==> images/cell_classes.png <==
(3 px per um) Fill, decap, tap and diode cells in gray.
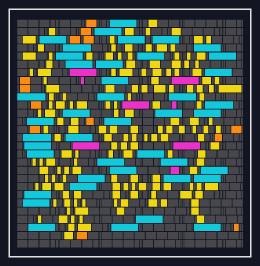
==> images/clock_map.png <==
(6 px per um)
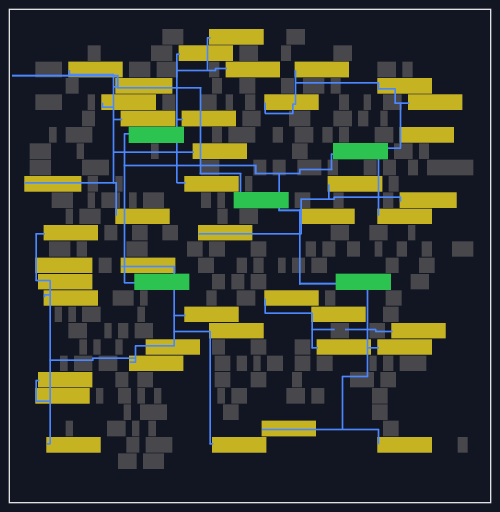
==> images/metal_stack.png <==
(4 px per um) Only two layers are drawn.
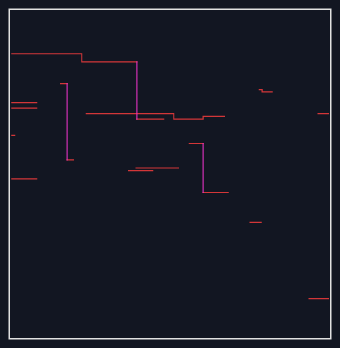
==> images/pdn.png <==
(4 px per um) Pins as bars on the die edge.
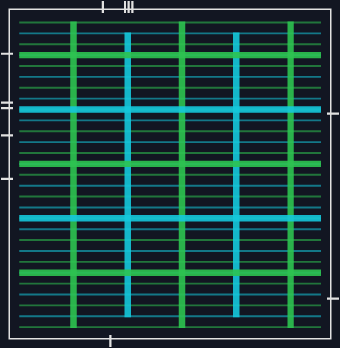
==> images/final_placement.png <==
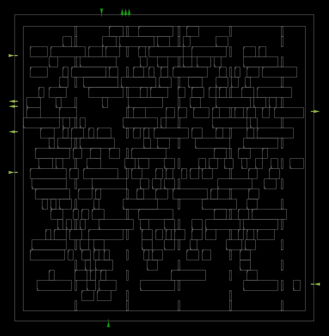
`config.mk`:
```
export PLATFORM = sky130hd
export DESIGN_NAME = clock_set_controller
export DESIGN_NICKNAME = d
export VERILOG_FILES = /design/src/rtl/clock_set_controller.sv
export SDC_FILE = /design/constraint.sdc
export NUM_CORES = 1
export LEC_CHECK = 0
export CAP_MARGIN = 20
export CELL_PAD_IN_SITES_DETAIL_PLACEMENT = 1
export CELL_PAD_IN_SITES_GLOBAL_PLACEMENT = 2
export CORE_AREA = 2 2 78 80
export CTS_BUF_LIST = sky130_fd_sc_hd__clkbuf_16
export CTS_CLUSTER_DIAMETER = 150
export DETAILED_ROUTE_END_ITERATION = 8
export DIE_AREA = 0 0 80 82
export PLACE_DENSITY = 0.75
export SETUP_SLACK_MARGIN = 0.05
export SLEW_MARGIN = 5
export SYNTH_ARGS = -nofsm -noshare
export SYNTH_HDL_FRONTEND = slang
export SYNTH_SLANG_ARGS = --single-unit
```
`constraint.sdc`:
```
create_clock -name clk_100MHz -period 3.5 [get_ports clk_100MHz]
set_clock_uncertainty 0.2 [all_clocks]
set_input_delay 0.35 -clock clk_100MHz [delete_from_list [all_inputs] [get_ports clk_100MHz]]
set_output_delay 0.35 -clock clk_100MHz [all_outputs]
set_load 0.005 [all_outputs]
```
`src/rtl/clock_set_controller.sv`:
```
// Time-set sequencer: turns debounced mode/adjust buttons into field select, inc pulses and blink.
// Optional auto-repeat on a held adjust button is enabled with `define CLOCK_SET_AUTOREPEAT_EN.
module clock_set_controller #(
    parameter int unsigned CLK_HZ          = 100_000_000,
    parameter int unsigned TIMEOUT_S       = 30,
    parameter int unsigned BLINK_HZ        = 2,
    parameter int unsigned REPEAT_DELAY_MS = 500,
    parameter int unsigned REPEAT_RATE_MS  = 100
) (
    input  logic       clk_100MHz,
    input  logic       reset,
    input  logic       tick_1Hz,
    input  logic       btn_mode,
    input  logic       btn_adj,
    output logic [1:0] set_mode,
    output logic       run_en,
    output logic       inc_hour,
    output logic       inc_min,
    output logic       inc_sec,
    output logic       blink_on
);

    typedef enum logic [1:0] {
        RUN      = 2'b00,
        SET_HOUR = 2'b01,
        SET_MIN  = 2'b10,
        SET_SEC  = 2'b11
    } mode_e;

    localparam int unsigned BLINK_TC_RAW = CLK_HZ / (2 * BLINK_HZ);
    localparam int unsigned BLINK_TC     = (BLINK_TC_RAW > 1) ? BLINK_TC_RAW : 1;
    localparam int unsigned BLINK_W      = (BLINK_TC > 1) ? $clog2(BLINK_TC) : 1;
    localparam logic [BLINK_W-1:0] BLINK_LAST = BLINK_W'(BLINK_TC - 1);
    localparam logic [7:0]         IDLE_LAST  = 8'(TIMEOUT_S - 1);

    if (TIMEOUT_S < 1 || TIMEOUT_S > 255) begin : g_bad_timeout
        $error("TIMEOUT_S must be in 1..255");
    end
    if (BLINK_HZ < 1) begin : g_bad_blink
        $error("BLINK_HZ must be at least 1");
    end
    if (REPEAT_RATE_MS < 1 || REPEAT_DELAY_MS * (CLK_HZ / 1000) < 2) begin : g_bad_repeat
        $error("auto-repeat timing too short for this clock");
    end

`ifdef CLOCK_SET_AUTOREPEAT_EN
    localparam int unsigned MS_CYC    = CLK_HZ / 1000;
    localparam int unsigned DELAY_CYC = MS_CYC * REPEAT_DELAY_MS;
    localparam int unsigned RATE_CYC  = MS_CYC * REPEAT_RATE_MS;
    localparam int unsigned REP_MAX   = (DELAY_CYC > RATE_CYC) ? DELAY_CYC : RATE_CYC;
    localparam int unsigned REP_W     = $clog2(REP_MAX + 1);
    localparam logic [REP_W-1:0] REP_LOAD = REP_W'(DELAY_CYC - 1);
    localparam logic [REP_W-1:0] REP_RATE = REP_W'(RATE_CYC);
    localparam logic [REP_W-1:0] REP_ONE  = REP_W'(1);

    logic             rep_active_q, rep_active_d;
    logic [REP_W-1:0] rep_cnt_q, rep_cnt_d;
    logic             rep_fire;
`endif

    mode_e              state_q, state_d;
    logic               run_en_q, run_en_d;
    logic               inc_hour_q, inc_hour_d;
    logic               inc_min_q, inc_min_d;
    logic               inc_sec_q, inc_sec_d;
    logic               blink_q, blink_d;
    logic [BLINK_W-1:0] blink_cnt_q, blink_cnt_d;
    logic [7:0]         idle_q, idle_d;
    logic               mode_prev_q, adj_prev_q;

    logic mode_edge, adj_edge, in_set, timeout_hit, adj_pulse, state_chg;

    always_comb begin
        mode_edge   = btn_mode & ~mode_prev_q;
        adj_edge    = btn_adj & ~adj_prev_q;
        in_set      = (state_q != RUN);
        timeout_hit = in_set & tick_1Hz & (idle_q == IDLE_LAST);
`ifdef CLOCK_SET_AUTOREPEAT_EN
        rep_fire    = rep_active_q & btn_adj & (rep_cnt_q == REP_ONE);
`endif

        state_d   = state_q;
        adj_pulse = 1'b0;
        // Priority: timeout, then mode edge, then adjust (edge or repeat).
        if (timeout_hit) begin
            state_d = RUN;
        end else if (mode_edge) begin
            state_d = mode_e'(state_q + 2'd1);
        end else if (in_set && adj_edge) begin
            adj_pulse = 1'b1;
`ifdef CLOCK_SET_AUTOREPEAT_EN
        end else if (in_set && rep_fire) begin
            adj_pulse = 1'b1;
`endif
        end
        state_chg = (state_d != state_q);

        inc_hour_d = adj_pulse & (state_q == SET_HOUR);
        inc_min_d  = adj_pulse & (state_q == SET_MIN);
        inc_sec_d  = adj_pulse & (state_q == SET_SEC);
        run_en_d   = (state_d == RUN);

        if (state_d == RUN || state_chg || mode_edge || adj_edge || adj_pulse) begin
            idle_d = '0;
        end else if (tick_1Hz) begin
            idle_d = idle_q + 8'd1;
        end else begin
            idle_d = idle_q;
        end

        if (state_d == RUN || state_chg || adj_pulse) begin
            blink_d     = 1'b1;
            blink_cnt_d = '0;
        end else if (blink_cnt_q == BLINK_LAST) begin
            blink_d     = ~blink_q;
            blink_cnt_d = '0;
        end else begin
            blink_d     = blink_q;
            blink_cnt_d = blink_cnt_q + 1'b1;
        end

`ifdef CLOCK_SET_AUTOREPEAT_EN
        // Repeat only arms from a genuine press in the current SET state.
        rep_active_d = rep_active_q;
        rep_cnt_d    = rep_cnt_q;
        if (!btn_adj || state_chg || state_d == RUN) begin
            rep_active_d = 1'b0;
            rep_cnt_d    = '0;
        end else if (adj_pulse && adj_edge) begin
            rep_active_d = 1'b1;
            rep_cnt_d    = REP_LOAD;
        end else if (rep_fire) begin
            rep_cnt_d    = REP_RATE;
        end else if (rep_active_q) begin
            rep_cnt_d    = rep_cnt_q - 1'b1;
        end
`endif
    end

    // Previous-level registers reset high so a button held through reset gives no edge.
    always_ff @(posedge clk_100MHz or negedge reset) begin
        if (!reset) begin
            state_q      <= RUN;
            run_en_q     <= 1'b1;
            inc_hour_q   <= 1'b0;
            inc_min_q    <= 1'b0;
            inc_sec_q    <= 1'b0;
            blink_q      <= 1'b1;
            blink_cnt_q  <= '0;
            idle_q       <= '0;
            mode_prev_q  <= 1'b1;
            adj_prev_q   <= 1'b1;
`ifdef CLOCK_SET_AUTOREPEAT_EN
            rep_active_q <= 1'b0;
            rep_cnt_q    <= '0;
`endif
        end else begin
            state_q      <= state_d;
            run_en_q     <= run_en_d;
            inc_hour_q   <= inc_hour_d;
            inc_min_q    <= inc_min_d;
            inc_sec_q    <= inc_sec_d;
            blink_q      <= blink_d;
            blink_cnt_q  <= blink_cnt_d;
            idle_q       <= idle_d;
            mode_prev_q  <= btn_mode;
            adj_prev_q   <= btn_adj;
`ifdef CLOCK_SET_AUTOREPEAT_EN
            rep_active_q <= rep_active_d;
            rep_cnt_q    <= rep_cnt_d;
`endif
        end
    end

    assign set_mode = state_q;
    assign run_en   = run_en_q;
    assign inc_hour = inc_hour_q;
    assign inc_min  = inc_min_q;
    assign inc_sec  = inc_sec_q;
    assign blink_on = blink_q;

endmodule
```
==> flow_summary.toml <==
# implementation run metrics
[floorplanning]
io_pins = 12
dieArea_um2 = 6560
fp_util_pct = 37.9

[synthesis]
yosys_cells = 213
synthMuxAreaShare_pct = 0
yosys_warnings = 0
fp_nets = 225
ys_seq_share_pct = 48.5
synthTopLogicFamily = "simple AND/OR/NAND/NOR gates"
syn_inst = 213
aoi_share_pct = 9.18
ys_top_cells_by_area = "dfrtp_1 44%, dfstp_2 4.8%, xnor2_1 4.8%"
ys_area_um2 = 2180
syn-cell-area_um2 = 2180
synthSimpleGateAreaFrac_pct = 27.0
synth_cell_types = 40
yosysTopAreaCellShare_pct = 43.6
top_cells_by_count = "38 x dfrtp_1, 17 x nor2_1, 17 x nor3_1"
fa_ha_area_share_pct = 4.02
flop_cell = "dfrtp_1"
post-synth-top-count-cell = "dfrtp_1"
synth.avg_cell_area_um2 = 10.2
edf_count = 0
async_reset_ff_share_pct = 100
ys_ff = 42
largest_area_cell = "dfrtp_1"
xor_share_pct = 7.63

[power_and_ir_drop]
p_total_mw = 1.28
p_leak_nw = 0.952
max-vdd-ir-drop_uv = 305
p_per_area_nw_per_um2 = 516

[cts]
cts_made_buffers = 5
clkTransAtPathRegs_ns = 0.06
cts_tree = "done"
cts_resized = 0
htreeDepth = 2
hold_buffers = 0
post_cts_buffers = 0
cts_root_buf = "clkbuf_16"
clock_sinks = 42
clock_path_buffers = 2

[setup_path]
path_class = "register to register"
critical_path_arrival_ns = 2.79
crit_chain = "inv_1 > ha_1 > or4b_2 > nor3_2 > or4_1 > buf_4 > or3b_2"
startpoint = "set_mode[0]"
cp_slowest_cell = "or4b_2"
end_kind = "register"
slowest_delay_ns = 0.67
cp-endpoint = "blink_on"
r2r_cells = 7
crit_path_start_kind = "register"
regToRegEndpoint = "blink_on"
r2r-start = "set_mode[0]"
r2r_slack_ns = 0.74
cp.required_ns = 3.53
critPathMaxFanout = 26

[final_layout]
inv_count = 6
clkCellAreaFrac_pct = 5.75
layout-drive-gt1-share_pct = 12.6
top_area_cell_class = "sequential cells"
ff_latch_area_um2 = 1060
comb_share_pct = 42.1
nClkBuffers = 5
fin_nets = 233
logic_area_um2 = 1040
diodes = 0
area_growth_pct = 13.7
nonClkBufAreaFrac_pct = 4.85
nNonClkBuffers = 13
multi_input_comb_cells = 153

[global_route]
busiest_layer = "met2"
grt_max_degree = 43
grtUsageMet1_pct = 20.7
met3_usage_pct = 4.73
grt-ovfl-total = 0
use_met2_pct = 29.3
grt_pass1_vias = 1753
grt_pass1_wl_um = 8550
antenna_found_initial = 0

[drt]
drtAntennaViolNets = 0
via_per_inst = 5.65
drtIter0Drc = 70
drt-pass1-iter-count = 4
remaining_drc_errors = 0

[outcome]
status = "complete, no violations"

[hold_path]
hold_path.class = "primary input to asynchronous set/reset pin"

[timing]
max_freq_mhz = 362
period_needed_ns = 2.76
finalSetupViolations = 0
slew_headroom_pct = 36.4
period_used_pct = 78.9
whs_ns = 0.0212
tightest_slew_ns = 0.955
grt_setup_unrepaired = "no"
slew_violations = 0
fin_tns_setup_ns = 0
finalHoldViolCount = 0

[flow_run]
log.warning_count = 30
drv_cap = 0

[place]
dp_hpwl_um = 3240
dp.cells = 289
gp_congestion = 0.765
port_buffers = 11
About cell_classes.png:
- all other logic: yellow (cells 159; share of their area 45%)
- other buffers and delay cells: orange (cells 13; share of their area 5.0%)
- flip-flops: cyan (cells 42; share of their area 44%)
- clock drivers and dummy loads: magenta (cells 8; share of their area 6.0%)
CORE AREA: 5750 um^2
site row count: 28
design area: 2480 um^2
fin util: 43.1%
sequential cell area share: 42.6%

About clock_map.png:
- cells driving clock nets: green (count 5)
- flip-flops: yellow (count 42)
- clock wires: blue (length 560 um)
- flops lie: widely spread
- routed clock nets: 6
Clk. pwr: 444 uW
Clock power frac: 34.8%
Late-Pin Clk Latency: 0.28 ns

About metal_stack.png:
- met4: magenta (wire length 45.6 um)
- met3: red (wire length 139 um)
routed wire length: 4860 um
DR WL/cell: 16.4 um
gr usage total: 16.8%
Vias: 1679

About pdn.png:
- VDD: cyan
- VSS: green
- met5 straps: 5
- rows: 28
- met1 rails: 29
Die X: 80 um
die height: 82 um

About final_placement.png:
fill count: 664
Layout Cells excl Fill: 297
Well Taps: 75
Flops: 42

==> sequential cells by signal, summed over array words and instances, names as in the netlist <==
name and count:
adj_prev_q 1, blink_cnt_q 25, blink_on 1, idle_q 8, inc_hour 1, inc_min 1
inc_sec 1, mode_prev_q 1, run_en 1, set_mode 2
==> cell usage in the layout (no fill, tap or decap), types with 4 or more instances in the layout <==
cell,count
dfrtp_1,38
nor2_1,17
nor3_1,17
xnor2_1,12
a211oi_1,12
nand2_1,11
clkdlybuf4s50_1,10
nand4_1,9
nand3_1,8
inv_1,7
o31ai_1,7
xor2_1,7
ha_1,7
or4_1,6
o21ai_0,6
clkbuf_16,5
or3_1,4
dfstp_2,4
==> critical path: cells and delay by family, from the launching register on <==
kind	cells	cell delay [ns]
fa+ha+maj	1	0.25
buf+inv	2	0.41
flops	1	0.50
simple gates	4	1.33
==> cell families (layout without fill, tap and decap cells) <==
family                     after synthesis  count (layout)
adders and majority gates                7               7
and+or+nand+nor                         99              99
buffers and inverters                   18              27
AOI/OAI and AO/OA                       28              28
xor gates and xnor gates                19              19
DFF                                     42              42
==> per-stage QoR <==
| stage | setup WS, ns | cell area, um^2 |
|---|---|---|
| 5_1_grt | 0.563 | 2480 |
| 6_report | 0.737 | 2480 |
| 4_1_cts | 0.714 | 2480 |
| 3_3_place_gp | 0.803 | 2340 |
| 3_5_place_dp | 0.768 | 2340 |
| 2_1_floorplan | 0.983 | 2180 |
==> power breakdown <==
group	switching, mW	internal, mW	leakage [nW]
registers	0.0486	0.529	0.565
clock network	0.183	0.261	0.0750
logic	0.147	0.110	0.311
total	0.379	0.900	0.952
==> per-layer routing <==
metal	wire, um	vias to the layer above
met3	139	6
met4	45	0
met2	2570	23
met1	2110	856
li1	-	794
met5	0	-
Power figures rest on the tool's default switching activity, not on a simulated workload.
